===== config.mk =====
export PLATFORM = sky130hd
export DESIGN_NAME = emac_rx_nibble_packer_flat
export DESIGN_NICKNAME = d
export VERILOG_FILES = /design/src/rtl/emac_rx_nibble_packer_if.sv /design/src/rtl/emac_rx_nibble_packer.sv /design/src/flat_wrapper.sv
export SDC_FILE = /design/constraint.sdc
export NUM_CORES = 1
export LEC_CHECK = 0
export CORE_ASPECT_RATIO = 2
export CORE_MARGIN = 5
export CORE_UTILIZATION = 49
export CTS_BUF_LIST = sky130_fd_sc_hd__clkbuf_2
export DETAILED_ROUTE_END_ITERATION = 10
export GPL_ROUTABILITY_DRIVEN = 0
export PLACE_DENSITY = 0.93
export SETUP_SLACK_MARGIN = 0.15
export SKIP_LAST_GASP = 1
export SYNTH_ARGS = -nofsm -noshare
export SYNTH_HDL_FRONTEND = slang
export SYNTH_SLANG_ARGS = --single-unit

===== constraint.sdc =====
create_clock -name clk -period 4.6 [get_ports clk]
set_input_delay 0.92 -clock clk [delete_from_list [all_inputs] [get_ports clk]]
set_output_delay 0.92 -clock clk [all_outputs]
set_load 0.02 [all_outputs]

===== src/rtl/emac_rx_nibble_packer_if.sv =====
// FIFO read-side and byte-stream handshake bundle for the EMAC RX nibble packer.
// master = packer side, slave = FIFO/consumer side.
interface emac_rx_nibble_packer_if;
    logic       fifo_empty;
    logic       fifo_rd_en;
    logic       fifo_rd_ack;
    logic [5:0] fifo_dout;
    logic [7:0] out_data;
    logic       out_valid;
    logic       out_ready;
    logic       out_first;
    logic       out_last;
    logic       out_err;

    modport master (
        input  fifo_empty, fifo_rd_ack, fifo_dout, out_ready,
        output fifo_rd_en, out_data, out_valid, out_first, out_last, out_err
    );

    modport slave (
        output fifo_empty, fifo_rd_ack, fifo_dout, out_ready,
        input  fifo_rd_en, out_data, out_valid, out_first, out_last, out_err
    );
endinterface


===== src/rtl/emac_rx_nibble_packer.sv =====
// Packs MII RX nibbles popped from a FIFO into framed bytes with first/last/err tags.
// Optional saturating frame/error statistics are enabled by defining EMAC_RX_PACK_STATS_EN.
module emac_rx_nibble_packer #(
    parameter int unsigned C_CNT_WIDTH = 16
) (
    input  logic                   clk,
    input  logic                   rst_n,
    emac_rx_nibble_packer_if.master bus,
    output logic [C_CNT_WIDTH-1:0] frame_cnt,
    output logic [C_CNT_WIDTH-1:0] err_cnt
);

    typedef enum logic [1:0] {
        ST_IDLE = 2'd0,
        ST_LO   = 2'd1,
        ST_HI   = 2'd2
    } state_t;

    state_t     state_q;
    state_t     state_d;
    logic       rd_pend_q;
    logic [3:0] lo_q;
    logic       first_pend_q;
    logic       err_q;
    logic [7:0] hold_q;
    logic       hold_vld_q;
    logic       hold_first_q;

    logic       ent_er;
    logic       ent_dv;
    logic [3:0] ent_nib;
    logic       accept;

    logic       store_lo;
    logic       complete;
    logic       push;
    logic       push_last;
    logic       push_err;

    assign ent_er  = bus.fifo_dout[5];
    assign ent_dv  = bus.fifo_dout[4];
    assign ent_nib = bus.fifo_dout[3:0];
    assign accept  = bus.out_valid & bus.out_ready;

    // One read in flight; never read when a push could land on an unaccepted byte.
    assign bus.fifo_rd_en = rst_n & ~bus.fifo_empty & ~rd_pend_q
                          & (~bus.out_valid | bus.out_ready);

    // State register
    always_ff @(posedge clk or negedge rst_n) begin
        if (!rst_n) begin
            state_q <= ST_IDLE;
        end else begin
            state_q <= state_d;
        end
    end

    // Next-state logic
    always_comb begin
        state_d = state_q;
        if (bus.fifo_rd_ack) begin
            unique case (state_q)
                ST_IDLE: if (ent_dv) state_d = ST_HI;
                ST_LO:   state_d = ent_dv ? ST_HI : ST_IDLE;
                ST_HI:   state_d = ent_dv ? ST_LO : ST_IDLE;
                default: state_d = ST_IDLE;
            endcase
        end
    end

    // Control decode; the held byte is only released once its successor exists or the frame ends.
    always_comb begin
        store_lo  = 1'b0;
        complete  = 1'b0;
        push      = 1'b0;
        push_last = 1'b0;
        push_err  = 1'b0;
        if (bus.fifo_rd_ack) begin
            unique case (state_q)
                ST_IDLE: store_lo = ent_dv;
                ST_LO: begin
                    store_lo  = ent_dv;
                    push      = ~ent_dv & hold_vld_q;
                    push_last = ~ent_dv;
                    push_err  = ~ent_dv & err_q;
                end
                ST_HI: begin
                    complete  = ent_dv;
                    push      = hold_vld_q;
                    push_last = ~ent_dv;
                    push_err  = ~ent_dv;
                end
                default: ;
            endcase
        end
    end

    // Nibble assembly, hold register and output register
    always_ff @(posedge clk or negedge rst_n) begin
        if (!rst_n) begin
            rd_pend_q     <= 1'b0;
            lo_q          <= 4'h0;
            first_pend_q  <= 1'b0;
            err_q         <= 1'b0;
            hold_q        <= 8'h00;
            hold_vld_q    <= 1'b0;
            hold_first_q  <= 1'b0;
            bus.out_valid <= 1'b0;
            bus.out_data  <= 8'h00;
            bus.out_first <= 1'b0;
            bus.out_last  <= 1'b0;
            bus.out_err   <= 1'b0;
        end else begin
            if (bus.fifo_rd_en) begin
                rd_pend_q <= 1'b1;
            end else if (bus.fifo_rd_ack) begin
                rd_pend_q <= 1'b0;
            end

            if (store_lo) begin
                lo_q <= ent_nib;
            end

            // Sticky error is cleared by any DV=0 entry, which always lands in IDLE.
            if (bus.fifo_rd_ack) begin
                err_q <= ent_dv ? (err_q | ent_er) : 1'b0;
            end

            if (bus.fifo_rd_ack && state_q == ST_IDLE && ent_dv) begin
                first_pend_q <= 1'b1;
            end else if (complete) begin
                first_pend_q <= 1'b0;
            end

            if (complete) begin
                hold_q       <= {ent_nib, lo_q};
                hold_vld_q   <= 1'b1;
                hold_first_q <= first_pend_q;
            end else if (push) begin
                hold_vld_q   <= 1'b0;
            end

            if (push) begin
                bus.out_valid <= 1'b1;
                bus.out_data  <= hold_q;
                bus.out_first <= hold_first_q;
                bus.out_last  <= push_last;
                bus.out_err   <= push_err;
            end else if (accept) begin
                bus.out_valid <= 1'b0;
            end
        end
    end

`ifdef EMAC_RX_PACK_STATS_EN
    localparam logic [C_CNT_WIDTH-1:0] CNT_MAX = '1;

    logic       runt;
    logic       frame_inc;
    logic [1:0] err_inc;

    // A frame that ends while only a dangling nibble exists produces no byte at all.
    assign runt      = bus.fifo_rd_ack & ~ent_dv & (state_q == ST_HI) & ~hold_vld_q;
    assign frame_inc = accept & bus.out_last;
    assign err_inc   = 2'(accept & bus.out_last & bus.out_err) + 2'(runt);

    always_ff @(posedge clk or negedge rst_n) begin
        if (!rst_n) begin
            frame_cnt <= '0;
            err_cnt   <= '0;
        end else begin
            if (frame_inc && frame_cnt != CNT_MAX) begin
                frame_cnt <= frame_cnt + C_CNT_WIDTH'(1);
            end
            if (err_cnt > CNT_MAX - C_CNT_WIDTH'(err_inc)) begin
                err_cnt <= CNT_MAX;
            end else begin
                err_cnt <= err_cnt + C_CNT_WIDTH'(err_inc);
            end
        end
    end
`else
    assign frame_cnt = '0;
    assign err_cnt   = '0;
`endif

endmodule

===== src/flat_wrapper.sv =====
// flat-port wrapper written by rule: the top's interface ports become plain ports
module emac_rx_nibble_packer_flat 
#(
    parameter int unsigned C_CNT_WIDTH = 16
)
  (clk, rst_n, frame_cnt, err_cnt, bus_fifo_empty, bus_fifo_rd_ack, bus_fifo_dout, bus_out_ready, bus_fifo_rd_en, bus_out_data, bus_out_valid, bus_out_first, bus_out_last, bus_out_err);
  emac_rx_nibble_packer_if bus_i ();
  input  logic clk;
  input  logic rst_n;
  output logic [C_CNT_WIDTH-1:0] frame_cnt;
  output logic [C_CNT_WIDTH-1:0] err_cnt;
  input wire logic [$bits(bus_i.fifo_empty)-1:0] bus_fifo_empty;
  input wire logic [$bits(bus_i.fifo_rd_ack)-1:0] bus_fifo_rd_ack;
  input wire logic [$bits(bus_i.fifo_dout)-1:0] bus_fifo_dout;
  input wire logic [$bits(bus_i.out_ready)-1:0] bus_out_ready;
  output wire logic [$bits(bus_i.fifo_rd_en)-1:0] bus_fifo_rd_en;
  output wire logic [$bits(bus_i.out_data)-1:0] bus_out_data;
  output wire logic [$bits(bus_i.out_valid)-1:0] bus_out_valid;
  output wire logic [$bits(bus_i.out_first)-1:0] bus_out_first;
  output wire logic [$bits(bus_i.out_last)-1:0] bus_out_last;
  output wire logic [$bits(bus_i.out_err)-1:0] bus_out_err;
  assign bus_i.fifo_empty = bus_fifo_empty;
  assign bus_i.fifo_rd_ack = bus_fifo_rd_ack;
  assign bus_i.fifo_dout = bus_fifo_dout;
  assign bus_i.out_ready = bus_out_ready;
  assign bus_fifo_rd_en = bus_i.fifo_rd_en;
  assign bus_out_data = bus_i.out_data;
  assign bus_out_valid = bus_i.out_valid;
  assign bus_out_first = bus_i.out_first;
  assign bus_out_last = bus_i.out_last;
  assign bus_out_err = bus_i.out_err;
  emac_rx_nibble_packer #(.C_CNT_WIDTH(C_CNT_WIDTH)) u_core (.clk(clk), .rst_n(rst_n), .bus(bus_i), .frame_cnt(frame_cnt), .err_cnt(err_cnt));
endmodule

==> qor.txt, run 1 <==
Layout Cells excl Fill -> 179
Largest net degree at the start of global routing -> 32
Leading cell category by total area -> registers
Commonest Layout Cell -> conb_1
Inverter count -> 5
Hold endpoint -> u_core.bus.out_data[7]
Pwr dens -> 614 nW/um^2
Max Used Layer -> met4
Ant. Diodes -> 0
Residual overflow from global routing -> 0
Final setup TNS -> 0 ps
Area of the die -> 4410 sq um
Width of the die -> 49.5 um
Final min period -> 3200 ps
Static leakage -> 0.858 nW
Netlist cell types -> 24
Crit path max-delay cell type -> clkdlybuf4s50_1
Pwr Total -> 1.05 mW
Met3 wire len -> 232 um
Starting DRT DRC Count -> 14
DP HPWL -> 2160 um
Setup-failing EPs final -> 0
Number of synthesized register bits -> 31
Residual DRC -> 0
CP Depth -> 4
Nonclk buf count -> 24
Fin util -> 57.3%
Initial antenna violation count -> 0
Total CTS buffers -> 5
Antenna-violating nets left -> 0
Final nets -> 163
GR peak layer -> met2
Tap Cells -> 30
Reg2Reg Depth -> 5
Met1 wire length -> 885 um
R2r endpoint -> u_core.bus.out_data[3]
Worst Path Arrival -> 2280 ps
Setup slack after layout -> 1400 ps
CTS-repair resized insts -> 0
Worst path cell trace -> clkdlybuf4s50_1 > nand2b_1 > and3_1 > clkdlybuf4s50_1
Inst Count DP -> 171
Worst hold slack -> 473 ps
Max stage delay on crit path -> 610 ps
Sink Count -> 31
Worst hold path type -> reg2reg
Mapped cell area -> 1530 sq um
R2r setup slk -> 2640 ps
Layout cells sized above 1 -> 22.1%
Startpoint Class -> input pin
Combinational gates -> 81
Seq share, synth -> 50.7%
FP Core Util -> 51.4%
Post-CTS Setup Bufs -> 0
Clock-cell share of area -> 2.35%
Min-delay src -> u_core.hold_q[7]
Max-slew headroom -> 59.4%
Vias in the first global route -> 939
Vias -> 864
Vias/cell -> 4.83
Reg clk slew, reported paths -> 160 ps
Post-DP Area -> 1670 sq um
Register area -> 776 sq um
Launching point of the worst reg2reg path -> u_core.state_q[0]
Clk_lat worst skew -> 360 ps
Max Cap Violations -> 0
Pre-CTS setup slack -> 1390 ps
Outcome -> complete, no violations
Cell count in the Yosys report -> 120
Fillers -> 256
==> run 1: where the power goes <==
group          switching, mW  internal, mW  total, mW
sequential            0.0720         0.397      0.469
clock                 0.0868        0.0415      0.128
combinational          0.209         0.241      0.450
total                  0.367         0.680       1.05
==> run 1: Yosys cell counts <==
cell type | number | area share [%]
buf_4 | 32 | 16
dfrtp_1 | 31 | 51
mux2_2 | 15 | 11
mux2_4 | 7 | 6.9
inv_1 | 5 | 1.2
a21o_1 | 4 | 2.0
ha_1 | 4 | 3.3
a21oi_1 | 3 | 0.98
nand2b_1 | 2 | 0.82
nor2_1 | 2 | 0.49
o2bb2ai_1 | 2 | 1.1
a21bo_2 | 1 | 0.65
a32o_1 | 1 | 0.65
and3_1 | 1 | 0.41
buf_2 | 1 | 0.33
buf_6 | 1 | 0.74
conb_1 | 1 | 0.24
nand2_1 | 1 | 0.24
nand3_1 | 1 | 0.33
nand3_2 | 1 | 0.65
nor3_1 | 1 | 0.33
o211ai_1 | 1 | 0.49
o21ai_0 | 1 | 0.33
o31ai_1 | 1 | 0.49
==> run 1: state kept, by name, summed over array words and instances (netlist names) <==
| signal | count |
|---|---|
| u_core.lo_q | 4 |
| u_core.err_q | 1 |
| u_core.rd_pend_q | 1 |
| u_core.bus.out_valid | 1 |
| u_core.bus.out_first | 1 |
| u_core.bus.out_err | 1 |
| u_core.state_q | 2 |
| u_core.hold_first_q | 1 |
| u_core.first_pend_q | 1 |
| u_core.bus.out_data | 8 |
| u_core.hold_q | 8 |
| u_core.bus.out_last | 1 |
| u_core.hold_vld_q | 1 |
==> run 1: logic make-up after synthesis <==
group	share of synthesized area [%]
muxes	17.9
other	0.245
AOI/OAI and AO/OA	6.70
adders and majority gates	3.27
buffers and inverters	18.0
and+or+nand+nor	3.27
DFF	50.7
run_1/io_placement.png
(6 px per um) Pins as bars across the die edge, other pins in grey.
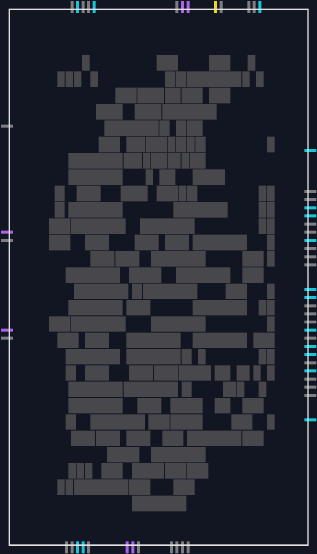
- bus_fifo_dout: purple (pins 6; direction input; edge 2 left, 2 bottom, 2 top)
- bus_out_last: yellow (pins 1; direction output; edge top)
- frame_cnt: cyan (pins 16; direction output; edge 11 right, 3 top, 2 bottom)
- all pins by edge: 26 right, 13 top, 12 bottom, 5 left

run_1/wires.png
(4 px per um) Two of the layers only.
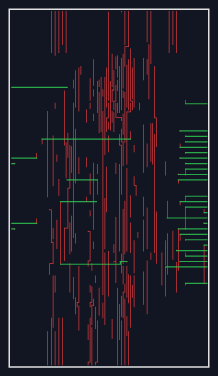
- metal 3: green (wire length 233 um)
- metal 2: red (wire length 1,540 um)
total length of routed wires: 2700 um
WL per Instance: 15.1 um

run_1/io_fan.png
(4 px per um)
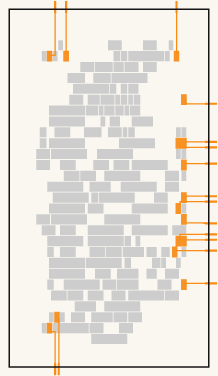
- frame_cnt: orange (bits 16; direction output; end cells 16; buffers 0; wire 126 um)

==> run 1 -> run 2 <==
--- a/config.mk
+++ b/config.mk
@@ -7,11 +7,11 @@
 export LEC_CHECK = 0
 export CORE_ASPECT_RATIO = 2
 export CORE_MARGIN = 5
-export CORE_UTILIZATION = 49
+export CORE_UTILIZATION = 46
 export CTS_BUF_LIST = sky130_fd_sc_hd__clkbuf_2
 export DETAILED_ROUTE_END_ITERATION = 10
 export GPL_ROUTABILITY_DRIVEN = 0
-export PLACE_DENSITY = 0.93
+export PLACE_DENSITY = 0.88
 export SETUP_SLACK_MARGIN = 0.15
 export SKIP_LAST_GASP = 1
 export SYNTH_ARGS = -nofsm -noshare
==> constraint.sdc (replaced) <==
create_clock -name clk -period 3.3 [get_ports clk]
set_input_delay 0.66 -clock clk [delete_from_list [all_inputs] [get_ports clk]]
set_output_delay 0.66 -clock clk [all_outputs]
set_load 0.02 [all_outputs]
run_2/wires.png
(4 px per um) Two of the layers only.
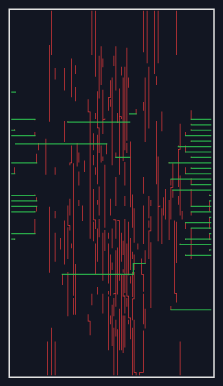
All-Layer GR Usage: 12.1%
WL per Instance: 14.2 um
vias: 874

==> run 2 against run 1 <==
Power up 39%. Worst setup slack worse by 780 ps. Highest routed layer unchanged. Flip-flop count unchanged. Clock skew down 12 ps. Clock power up 42%. Critical path type unchanged. Non-clock buffer count unchanged. Final area about the same. Clock-buffer cell count unchanged. Hold slack better by 22 ps. First-iteration DRC count unchanged.
==> qor.txt, run 2 <==
Vias in the first global route -> 907
Antenna-violating nets left -> 0
CTS tree -> done
Detailed Routing Iterations Pass 1 -> 4
Pwr dens -> 851 nW/um^2
Fin util -> 53.5%
Largest regs -> u_core.bus.out_data: 8 flops, u_core.hold_q: 8 flops, u_core.lo_q: 4 flops
Crit path max-delay cell type -> clkdlybuf4s50_1
Layout Cells excl Fill -> 180
Post-CTS Setup Bufs -> 0
Seq share, synth -> 50.7%
CP max FO -> 2
Initial antenna violation count -> 0
Vias/cell -> 4.86
Final nets -> 163
# hold bufs at CTS -> 0
Ys Warns -> 0
Fin crit share -> 81.3%
Static leakage -> 0.858 nW
Starting DRT DRC Count -> 14
Core box area -> 3190 sq um
Worst hold path type -> reg2reg
Top cells by count -> buf_4 (32), dfrtp_1 (31), mux2_2 (15), mux2_4 (7), inv_1 (5)
Mapped cell area -> 1530 sq um
Crit end category -> primary output
Number of synthesized register bits -> 31
Synthesis-to-finish area growth -> 11.5%
Worst path cell trace -> clkdlybuf4s50_1 > nand2b_1 > and3_1 > clkdlybuf4s50_1
Worst hold slack -> 496 ps
Slew Viols, Final -> 0
Die Ht -> 91.6 um
Final setup TNS -> 0 ps
Most numerous logic cells after layout -> conb_1 (32), dfrtp_1 (31), clkdlybuf4s50_1 (23)
WS Path Type -> in2out
Global-route wire length before repair -> 4280 um
Residual overflow from global routing -> 0
Largest net degree at the start of global routing -> 32
Clk Tree Root Cell -> clkbuf_2
Clock Path Buffers -> 2
Row cnt -> 29
DP HPWL -> 2010 um
Worst-Margin Slew -> 599 ps
Port bufs -> 23
Cell count in the Yosys report -> 120
Crit path max-delay family -> buffers and inverters
Cell area leaders -> dfrtp_1 (51%), buf_4 (16%), mux2_2 (11%), mux2_4 (6.9%), ha_1 (3.3%)
CTS-repair resized insts -> 0
Sink Count -> 31
YS chip area -> 1530 sq um
Post-Layout Inst Area -> 1710 sq um
GR Util met1 -> 12.1%
Inst Count DP -> 172
Yosys top cell by area -> dfrtp_1
Startpoint Class -> input pin
Commonest Layout Cell -> conb_1
Max Cap Violations -> 0
Ant. Diodes -> 0
Top_reg_cell synth -> dfrtp_1
Area of the die -> 4650 sq um
Total CTS buffers -> 5
Final hold violation count -> 0
Post-DP Area -> 1670 sq um
Reg clk slew, reported paths -> 160 ps
Max VDD drop -> 0.334 mV
FP Core Util -> 48.0%
Met3 usage -> 5.57%
Most common cell on crit path -> clkdlybuf4s50_1
CP Data Required Time -> 2640 ps
Dominant cell area share -> 50.7%
Final min period -> 2680 ps
Worst Path Buf+Inv -> 2
Setup slack after layout -> 617 ps
GR peak layer -> met2
Total length of routed wires -> 2560 um
Most frequent cell after synthesis -> buf_4
Width of the die -> 50.8 um
Tool Warnings -> 29
Synth Area per Inst -> 12.8 sq um
Worst Path Arrival -> 2020 ps
Max-slew headroom -> 60.1%
Post-synth EDFFs -> 0
Start point of the critical path -> bus_out_ready
Setup-failing EPs final -> 0
Clk_lat worst skew -> 370 ps
Netlist cell types -> 24
Outcome -> complete, no violations
Fmax -> 0.373 GHz
Fillers -> 279
Launching point of the worst reg2reg path -> u_core.state_q[0]
Residual DRC -> 0
RSZ-0062 raised after global routing -> no
Synthesized instance count -> 120
Met2 usage -> 20.6%
Pwr Total -> 1.45 mW
Top Ports -> 56
CTS HTree Levels -> 2
Asr flop ratio synth -> 100%
Pre-CTS setup slack -> 614 ps
Layout cells sized above 1 -> 22.1%
Max stage delay on crit path -> 610 ps
Min-delay src -> u_core.hold_q[7]
Clock Skews -> 24.0 ps
run_2/io_fan.png
(4 px per um)
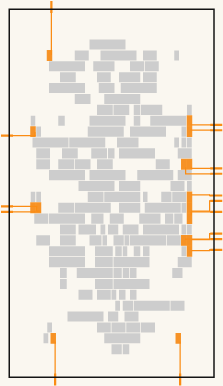
- frame_cnt: orange (bits 16; direction output; end cells 16; buffers 0; wire 107 um)

==> run 2: cell counts after synthesis <==
Identical to the previous run, type by type.
==> run 2: cell type report <==
| class | count | area, sq um | share of cell area, % |
|---|---|---|---|
| repair buffers | 24 | 238 | 13.9 |
| well taps | 31 | 38.8 | 2.27 |
| clock buffers | 7 | 35.0 | 2.05 |
| flip-flops and latches | 31 | 776 | 45.4 |
| inverters | 5 | 18.8 | 1.10 |
| clock inverters | 1 | 5.00 | 0.293 |
| multi-input cells | 81 | 597 | 34.9 |
==> run 2: final timing paths <==
| kind | to | slack (ps) | cells past startpoint |
|---|---|---|---|
| worst min register to register | u_core.bus.out_data[7] | 500 | 1 |
| max in group asynchronous | u_core.hold_vld_q | 2300 | 2 |
| worst max-delay path | bus_fifo_rd_en | 620 | 4 |
| worst max register to register | u_core.bus.out_data[3] | 1400 | 5 |
| min in group asynchronous | u_core.bus.out_err | 700 | 2 |
| worst min-delay path | u_core.bus.out_data[7] | 500 | 1 |
==> run 2: power breakdown <==
group | switching, mW | internal (mW) | total (mW)
clock network | 0.124 | 0.0578 | 0.182
registers | 0.0982 | 0.553 | 0.651
logic | 0.284 | 0.336 | 0.619
==> run 2: kinds of logic after synthesis <==
logic type | count (synthesis) | synth area share (%)
compound gates | 14 | 6.70
fa+ha+maj | 4 | 3.27
flops | 31 | 50.7
other cells | 1 | 0.245
mux | 22 | 17.9
buf+inv | 39 | 18.0
simple gates | 9 | 3.27
==> run 2: routing by layer <==
layer / part of all wire, % / vias to the layer above
met5: 0 / -
met4: 2.1 / 0
met3: 10 / 7
li1: - / 395
met2: 54 / 44
met1: 34 / 428
Power and IR drop assume default switching activity.
